Run 1, clock network drawn from the DEF:
(3 px per um)
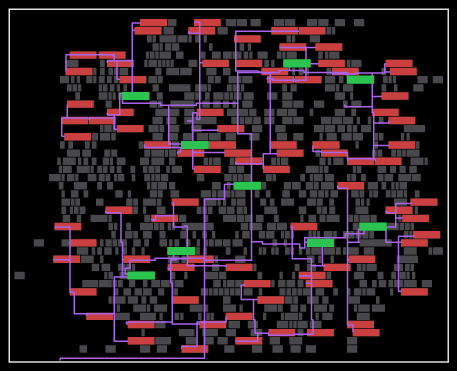
Run 1, metal 3:
(2 px per um)
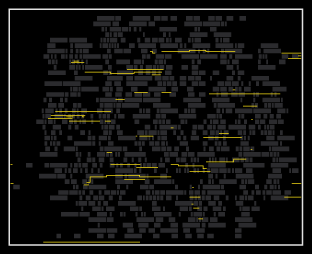
Run 1, nets reached from selected ports:
(3 px per um)
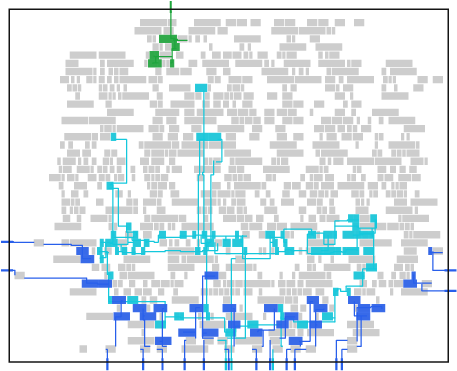
## src/rtl/growing_interp_pkg.sv

```systemverilog
// Shared definitions for the growing_interp linear interpolator.
// Optional build macro: GROWING_INTERP_ROUND_EN (round-half-up output instead of truncation).
package growing_interp_pkg;

    localparam int MAX_LOG2 = 7;
    localparam int K_W      = $clog2(MAX_LOG2 + 1);

    typedef enum logic [1:0] {
        PRIME = 2'd0,
        WAIT  = 2'd1,
        EMIT  = 2'd2
    } state_t;

    // Accumulator holds prev<<k plus up to 2^k signed steps, with headroom for the rounding bias.
    function automatic int acc_w(input int n);
        return n + MAX_LOG2 + 2;
    endfunction

endpackage

```

## src/rtl/growing_interp_acc.sv

```systemverilog
// interp_acc: interpolation datapath for growing_interp.
// Holds the scaled accumulator and per-segment step, and produces the scaled-down output sample.
// Optional build macro: GROWING_INTERP_ROUND_EN (round half up before the final shift).
module interp_acc
    import growing_interp_pkg::*;
#(
    parameter int N = 16
) (
    input  logic           clk,
    input  logic           rst_n,
    input  logic           load,
    input  logic           step,
    input  logic [N-1:0]   prev,
    input  logic [N-1:0]   x,
    input  logic [K_W-1:0] k_load,
    input  logic [K_W-1:0] k_cur,
    output logic [N-1:0]   y_calc
);

    localparam int ACC_W = acc_w(N);

    logic signed [ACC_W-1:0] acc;
    logic signed [N:0]       delta;
    logic signed [ACC_W-1:0] delta_ext;
    logic signed [ACC_W-1:0] prev_scaled;
    logic signed [ACC_W-1:0] acc_biased;

    assign delta_ext   = {{(ACC_W-N-1){delta[N]}}, delta};
    assign prev_scaled = $signed({{(ACC_W-N){1'b0}}, prev} << k_load);

`ifdef GROWING_INTERP_ROUND_EN
    logic signed [ACC_W-1:0] bias;

    // Half of one output LSB at the current scale; zero when there is no fractional part.
    always_comb begin
        bias = '0;
        if (k_cur != '0) begin
            bias = $signed({{(ACC_W-1){1'b0}}, 1'b1} << (k_cur - 1'b1));
        end
    end

    assign acc_biased = acc + bias;
`else
    assign acc_biased = acc;
`endif

    // acc stays between prev<<k and x<<k, so it is never negative and the slice never wraps.
    assign y_calc = N'(acc_biased >>> k_cur);

    // Load starts a new segment (taking priority over the final step of the old one); step walks the ramp.
    always_ff @(posedge clk or negedge rst_n) begin
        if (!rst_n) begin
            acc   <= '0;
            delta <= '0;
        end else if (load) begin
            acc   <= prev_scaled;
            delta <= $signed({1'b0, x}) - $signed({1'b0, prev});
        end else if (step) begin
            acc <= acc + delta_ext;
        end
    end

endmodule

```

## src/rtl/growing_interp.sv

```systemverilog
// growing_interp: upsamples a decimated stream by 2^k with linear interpolation.
// Owns the handshake, segment phase counter and output registers; interp_acc does the arithmetic.
// Optional build macro: GROWING_INTERP_ROUND_EN (round-half-up output instead of truncation).
module growing_interp
    import growing_interp_pkg::*;
#(
    parameter int N = 16
) (
    input  logic           clk,
    input  logic           rst_n,
    input  logic [N-1:0]   x,
    input  logic           x_valid,
    output logic           x_ready,
    input  logic [K_W-1:0] N_INTERP_in,
    output logic [N-1:0]   y,
    output logic           y_valid
);

    state_t                state;
    logic [N-1:0]          prev;
    logic [MAX_LOG2-1:0]   phase;
    logic [K_W-1:0]        k_reg;
    logic [MAX_LOG2-1:0]   phase_last;
    logic                  last;
    logic                  xfer;
    logic                  load;
    logic                  step;
    logic [N-1:0]          y_calc;

    assign phase_last = MAX_LOG2'((8'd1 << k_reg) - 8'd1);
    assign last       = (phase == phase_last);
    assign x_ready    = (state != EMIT) || last;
    assign xfer       = x_valid && x_ready;
    assign load       = xfer && (state != PRIME);
    assign step       = (state == EMIT);

    interp_acc #(.N(N)) u_acc (
        .clk    (clk),
        .rst_n  (rst_n),
        .load   (load),
        .step   (step),
        .prev   (prev),
        .x      (x),
        .k_load (N_INTERP_in),
        .k_cur  (k_reg),
        .y_calc (y_calc)
    );

    // Segment sequencing: prime on the first sample, then emit 2^k outputs per accepted sample.
    always_ff @(posedge clk or negedge rst_n) begin
        if (!rst_n) begin
            state   <= PRIME;
            prev    <= '0;
            phase   <= '0;
            k_reg   <= '0;
            y       <= '0;
            y_valid <= 1'b0;
        end else begin
            case (state)
                PRIME: begin
                    y_valid <= 1'b0;
                    if (xfer) begin
                        prev  <= x;
                        state <= WAIT;
                    end
                end
                WAIT: begin
                    y_valid <= 1'b0;
                    if (xfer) begin
                        k_reg <= N_INTERP_in;
                        phase <= '0;
                        prev  <= x;
                        state <= EMIT;
                    end
                end
                EMIT: begin
                    y       <= y_calc;
                    y_valid <= 1'b1;
                    phase   <= phase + 1'b1;
                    if (last) begin
                        if (xfer) begin
                            // Back-to-back segment: no bubble on y_valid.
                            k_reg <= N_INTERP_in;
                            phase <= '0;
                            prev  <= x;
                        end else begin
                            state <= WAIT;
                        end
                    end
                end
                default: begin
                    state   <= PRIME;
                    y_valid <= 1'b0;
                end
            endcase
        end
    end

endmodule
```

## config.mk

```make
export PLATFORM = sky130hd
export DESIGN_NAME = growing_interp
export DESIGN_NICKNAME = d
export VERILOG_FILES = /design/src/rtl/growing_interp_pkg.sv /design/src/rtl/growing_interp_acc.sv /design/src/rtl/growing_interp.sv
export SDC_FILE = /design/constraint.sdc
export NUM_CORES = 1
export LEC_CHECK = 0
export CORE_ASPECT_RATIO = 0.8
export CORE_UTILIZATION = 40
export CTS_CLUSTER_SIZE = 12
export DETAILED_ROUTE_END_ITERATION = 10
export SLEW_MARGIN = 5
export SYNTH_ARGS = -nofsm -noshare
export SYNTH_HDL_FRONTEND = slang
export SYNTH_SLANG_ARGS = --single-unit
```

## constraint.sdc

```tcl
create_clock -name clk -period 4.21 [get_ports clk]
set_clock_uncertainty 0.1 [all_clocks]
set_input_delay 0.6315 -clock clk [delete_from_list [all_inputs] [get_ports clk]]
set_output_delay 0.6315 -clock clk [all_outputs]
set_load 0.02 [all_outputs]
```

==> run notes, run 1 <==
impl run done, here's what came out: die x size=146 um, Largest Register=u_acc.acc, Slew HR=0.315, Post-Syn Area=0.00662 sq mm, fmax=247 MHz, crit path launch type=register, Layout area overhead=14.1%, RSZ-0062 raised after global routing=no, post-layout period usage=0.962, Cells after Synth=766, Layout non-clock buf frac=0.0677, number of warnings printed during yosys synthesis=0, ys cells=766, clock sink total=85, Design Power=6.82 mW, Setup TNS Final=0 ns, Seq/total area=0.282, reg2reg start=k_reg[2]$_DFFE_PN0P_, WL/cell=16.4 um, Rows=41, Cell Pwr Density=903 mW/mm^2, Tapcell Cnt=215, Largest regs=u_acc.acc x23, u_acc.delta x17, outcome=finished clean, Final Hold Fails=0, antenna violations before repair=0, Max Cap Viol=0, Antenna diodes=0, post-route cell area=0.00755 sq mm, dominant cell type by area after synthesis=dfrtp_1, crit-path max FO=15, clk buf depth=2, Synth Area per Inst=8.64 sq um, first-pass GRT wire length=27600 um, GRT Residual Overflow=0, CP startpoint=k_reg[2]$_DFFE_PN0P_, WHS=0.235 ns
## Picture notes: 'clock network drawn from the DEF'
legend:
  red:
    item: flip-flops
    count: 85
  purple:
    item: clock wires
    length: 1350 um
  green:
    item: clock drivers
    count: 9
flops lie: all over the die
routed clock nets: 10
clock network fraction of total power: 0.136
Clk. pwr: 0.931 mW

## Picture notes: 'metal 3'
longest straight run: 48.1 um
share of all routed wire: 3.1%
nets with wire on the layer: 33
wire length on this layer: 509 um

## Picture notes: 'nets reached from selected ports'
legend:
  cyan:
    port: N_INTERP_in
    bits: 3
    direction: input
    end_cells: 75
    buffers: 7
    wire: 804 um
  green:
    port: x_valid
    bits: 1
    direction: input
    end_cells: 7
    buffers: 1
    wire: 36.8 um
  blue:
    port: x
    bits: 16
    direction: input
    end_cells: 31
    buffers: 16
    wire: 382 um
PortBufs: 39
IO Count: 40

## run 1: how the worst max path moves through the flow
stage,endpoint,depth (start not counted)
5_1_grt,x_ready,10
6_report,x_ready,10
3_3_place_gp,x_ready,10
3_5_place_dp,x_ready,10
2_1_floorplan,k_reg[0]$_DFFE_PN0P_,14
4_1_cts,x_ready,10
## run 1: cell usage in the layout (no fill, tap or decap), drive strengths merged, types with 5 or more instances in the layout
cell type / n
o21ai: 95
nand2: 89
dfrtp: 85
mux2i: 63
a21oi: 52
nor2: 47
ha: 40
clkdlybuf4s50: 37
inv: 36
mux2: 24
a21o: 20
xnor2: 17
buf: 16
nand2b: 14
nor3: 11
a211oi: 11
clkbuf: 10
a31oi: 9
nand3: 9
o21a: 9
xor2: 8
o22ai: 7
or3: 7
o211ai: 6
o31ai: 6
a211o: 6
and2: 5
## run 1: worst max-delay path, stage by stage (launching register included)
cell	delay (ns)
dfrtp_1	0.39
buf_4	0.19
nor2_1	0.19
nand2_1	0.08
ha_1	0.21
or4b_1	0.56
and4_1	0.22
a311o_1	0.29
or3_4	0.42
nand2_1	0.09
dlygate4sd2_1	0.33
## run 1: where the power goes
part / leakage, nW / switching (mW) / internal (mW)
clock network: 0.163 / 0.351 / 0.580
registers: 1.03 / 0.377 / 1.20
logic: 2.30 / 2.39 / 1.93
## run 1: layer usage
layer  part of all wire  global-route usage  vias up  routed length, um
met5                  0                   0        -                  0
met4              0.012              0.0540        0                197
met3              0.031              0.0357       19                508
met2               0.47               0.347       81               7790
met1               0.49               0.268     2763               8070
li1                   -                   -     2812                  -
## run 1: timing repair
item                                    4_1_cts  5_1_grt
hold buffers                                  0        0
gates resized                                 1        0
endpoints found under the setup margin        1        0
==> run 2: changes to the inputs <==
- SLEW_MARGIN: 5 -> default
Run 2, clock nets:
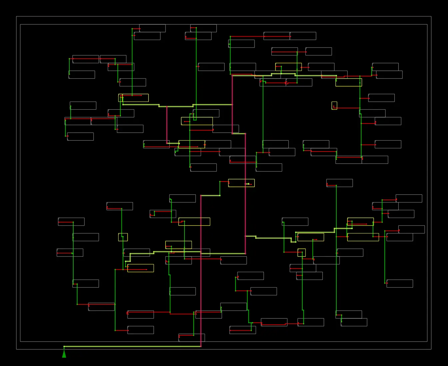
CLK BUF: 10
flip-flop and latch count: 85
clock sink total: 85
Clock Latency Late Sink: 0.36 ns

==> run notes, run 2 <==
impl run done, here's what came out: wl on met1=8070 um (unchanged), Seq pwr share=0.231 (about the same), Top cell excl fill/tap=o21ai_0, Final Hold Fails=0 (unchanged), number of warnings printed during yosys synthesis=0 (unchanged), met3 Use GR=0.0357 (unchanged), crit-path max FO=15 (unchanged), Cell Pwr Density=903 mW/mm^2 (unchanged), clk buf depth=2 (unchanged), max layer used=met4, crit path launch type=register, IO Count=40 (unchanged), Max Cap Viol=0 (unchanged), Rows=41 (unchanged), Slew HR=0.315 (unchanged), Largest Register=u_acc.acc, M1 GR Usage=0.268 (unchanged), GR peak layer=met2, met2 wire length=7790 um (unchanged), outcome=finished clean, Layout area overhead=14.1% (unchanged), Comb power frac=0.632 (about the same), antenna violations before repair=0 (unchanged), Design Power=6.82 mW (unchanged), die x size=146 um (unchanged), met2 Use GR=0.347 (unchanged), sw frac=0.457 (unchanged), dominant cell type by area after synthesis=dfrtp_1, fmax=247 MHz (unchanged), met3 wire length=508 um (unchanged), WHS=0.235 ns (unchanged), RSZ-0062 raised after global routing=no, Synth Area per Inst=8.64 sq um (unchanged), internal power=3.71 mW (unchanged), ys cells=766 (unchanged), PortBufs=39 (unchanged), clock network fraction of total power=0.136 (about the same)
Run 2, clock network drawn from the DEF:
(3 px per um)
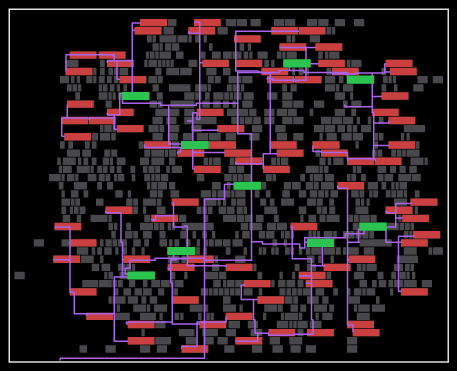

## run 2: cell counts in the layout (fill, tap and decap cells not counted)
Identical to the previous run, type by type.
## run 2: area by class of cell
| type | instances | share of cell area |
|---|---|---|
| Inverter | 36 | 0.0179 |
| Sequential cell | 85 | 0.282 |
| Clock inverter | 6 | 0.0147 |
| Timing Repair Buffer | 54 | 0.0677 |
| Multi-Input combinational cell | 605 | 0.552 |
| Tap cell | 215 | 0.0356 |
| Clock buffer | 10 | 0.0303 |
## run 2: path summary, 6_finish.rpt
check | depth (start not counted) | endpoint | slack, ns | startpoint
min reg2reg | 2 | y[1]$_DFFE_PN0P_ | 0.38 | y[1]$_DFFE_PN0P_
max in group asynchronous | 2 | y[5]$_DFFE_PN0P_ | 2.86 | rst_n
min | 1 | prev[11]$_DFFE_PN0P_ | 0.23 | rst_n
max reg2reg | 12 | u_acc.acc[0]$_DFFE_PN0P_ | 0.55 | k_reg[2]$_DFFE_PN0P_
min in group clk | 2 | y[1]$_DFFE_PN0P_ | 0.38 | y[1]$_DFFE_PN0P_
max | 10 | x_ready | 0.16 | k_reg[2]$_DFFE_PN0P_
## run 2: power by group through the flow
stage                     Sequential [mW]  Clock (mW)  Combinational (mW)
after floorplan                      1.56           0                3.25
after global placement               1.58           0                4.18
after detailed placement             1.59           0                4.28
after CTS                            1.58       0.948                4.31
after global routing                 1.63       0.977                4.84
final                                1.58       0.931                4.31
## run 2: worst max-delay path, cell delays in order (launching register included)
cell and delay (ns):
dfrtp_1 0.39, buf_4 0.19, nor2_1 0.19, nand2_1 0.08, ha_1 0.21, or4b_1 0.56
and4_1 0.22, a311o_1 0.29, or3_4 0.42, nand2_1 0.09, dlygate4sd2_1 0.33
Run 2, nets reached from selected ports:
(3 px per um)
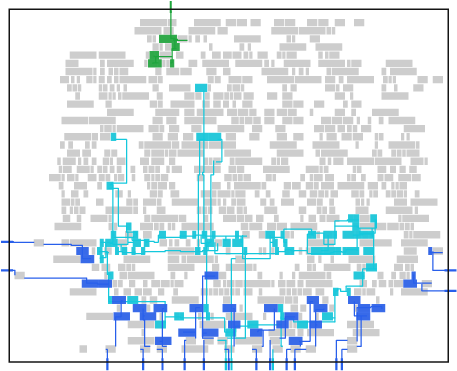

==> run 3: changes to the inputs <==
- clock period: 4.21 -> 4.51 ns (I/O delays scaled with it)
Run 3, nets reached from selected ports:
(3 px per um)
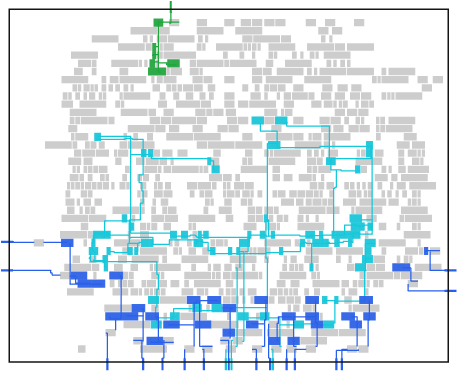
legend:
  green:
    port: x_valid
    bits: 1
    direction: input
    end_cells: 7
    buffers: 1
    wire: 41.5 um
  cyan:
    port: N_INTERP_in
    bits: 3
    direction: input
    end_cells: 75
    buffers: 6
    wire: 902 um
  blue:
    port: x
    bits: 16
    direction: input
    end_cells: 31
    buffers: 16
    wire: 411 um

==> run notes, run 3 <==
impl run done, here's what came out: outcome=finished clean, Layout area overhead=13.3%, ys cells=766 (unchanged), Clock Latency Late Sink=0.35 ns (about the same), CP startpoint=k_reg[0]$_DFFE_PN0P_, number of warnings printed during yosys synthesis=0 (unchanged), Reg2Reg Setup Slack=0.61 ns (+0.06 ns), IO Count=40 (unchanged), Final Hold Fails=0 (unchanged), Cell Chain, Critical Path=buf_8, nand2_1, ha_1, or4b_1, and4_1, a311o_1, or3_4, nand2_1, clkdlybuf4s50_1, clock sink total=85 (unchanged), share of cells above drive strength 1=0.0819, Slew HR=0.316 (+0.00144), Most common cell on crit path=nand2_1, P_leak=3.47 nW, fmax=230 MHz, Rows=41 (unchanged), WHS=0.299 ns (+0.0641 ns), reg2reg start=k_reg[0]$_DFFE_PN0P_, Top cell excl fill/tap=o21ai_0, Cell Pwr Density=836 mW/mm^2 (-7.5%), crit-path max cell delay=0.60 ns (+0.04 ns), FF-to-FF End=phase[3]$_DFFE_PN0P_, RSZ-0062 raised after global routing=no, crit path launch type=register, clk buf depth=2 (unchanged), Synth Area per Inst=8.64 sq um (unchanged), slowest CP cell=clkdlybuf4s50_1, crit-path max FO=30 (+15), DP Wirelength=12500 um, dominant cell type by area after synthesis=dfrtp_1, biggest area cells=dfrtp_1 (32%), mux2i_1 (9.5%), ha_1 (7.6%), antenna violations before repair=0 (unchanged), die x size=146 um (unchanged)
Run 3, cell classes on the final placement:
(2 px per um)
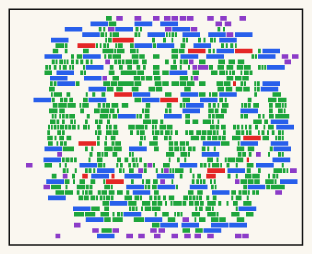
legend:
  green:
    class: combinational and other logic
    cells: 641
    share_of_their_area: 60%
  red:
    class: clock drivers and dummy loads
    cells: 15
    share_of_their_area: 4.0%
  purple:
    class: other buffers and delay cells
    cells: 53
    share_of_their_area: 6.9%
  blue:
    class: flops
    cells: 85
    share_of_their_area: 29%
post-route cell area: 0.00750 sq mm
core area: 0.0160 sq mm
Seq/total area: 0.284

## run 3: critical path: cells and delay by family, from the launching register on
kind	cells	cell delay (ns)
adder cells (fa/ha/maj)	1	0.30
AND-OR/OR-AND	1	0.29
buffers and inverters	2	0.85
flip-flops	1	0.39
AND/OR/NAND/NOR	5	1.37
## run 3: worst max-delay path by stage
stage                           endpoint  depth (start not counted)
floorplan           k_reg[0]$_DFFE_PN0P_                         14
global placement                 x_ready                          9
detailed placement               x_ready                          9
CTS                              x_ready                          9
global route                     x_ready                          9
finish                           x_ready                          9
## run 3: layout make-up
cell class | instances | share of cell area
sequential | 85 | 0.284
timing repair buffer | 53 | 0.0667
clock buffer | 11 | 0.0324
multi-input combinational | 605 | 0.557
inverter | 36 | 0.0180
clock inverter | 4 | 0.00651
tap | 215 | 0.0359
## run 3: cell families after synthesis
| group | Yosys count | synth area share |
|---|---|---|
| mux | 89 | 0.146 |
| buf+inv | 76 | 0.0490 |
| flops | 85 | 0.321 |
| compound gates | 241 | 0.223 |
| fa+ha+maj | 42 | 0.0816 |
| simple gates | 208 | 0.146 |
| xor+xnor | 25 | 0.0331 |
## run 3: power breakdown
group | leakage (nW) | total [mW] | switching (mW) | internal, mW
sequential | 1.03 | 1.48 | 0.359 | 1.12
clock | 0.145 | 0.760 | 0.319 | 0.441
combinational | 2.29 | 4.03 | 2.24 | 1.79
total | 3.47 | 6.27 | 2.92 | 3.35
## run 3: timing repair
action,4_1_cts,5_1_grt
hold buffers,0,0
setup endpoints to repair,0,1
resized,0,3
## run 3: per-layer routing
layer,GRT usage,share of wire
met3,0.0326,0.029
met4,0.0821,0.021
met1,0.272,0.50
met2,0.345,0.45
met5,0,0
Power and IR drop assume default switching activity.
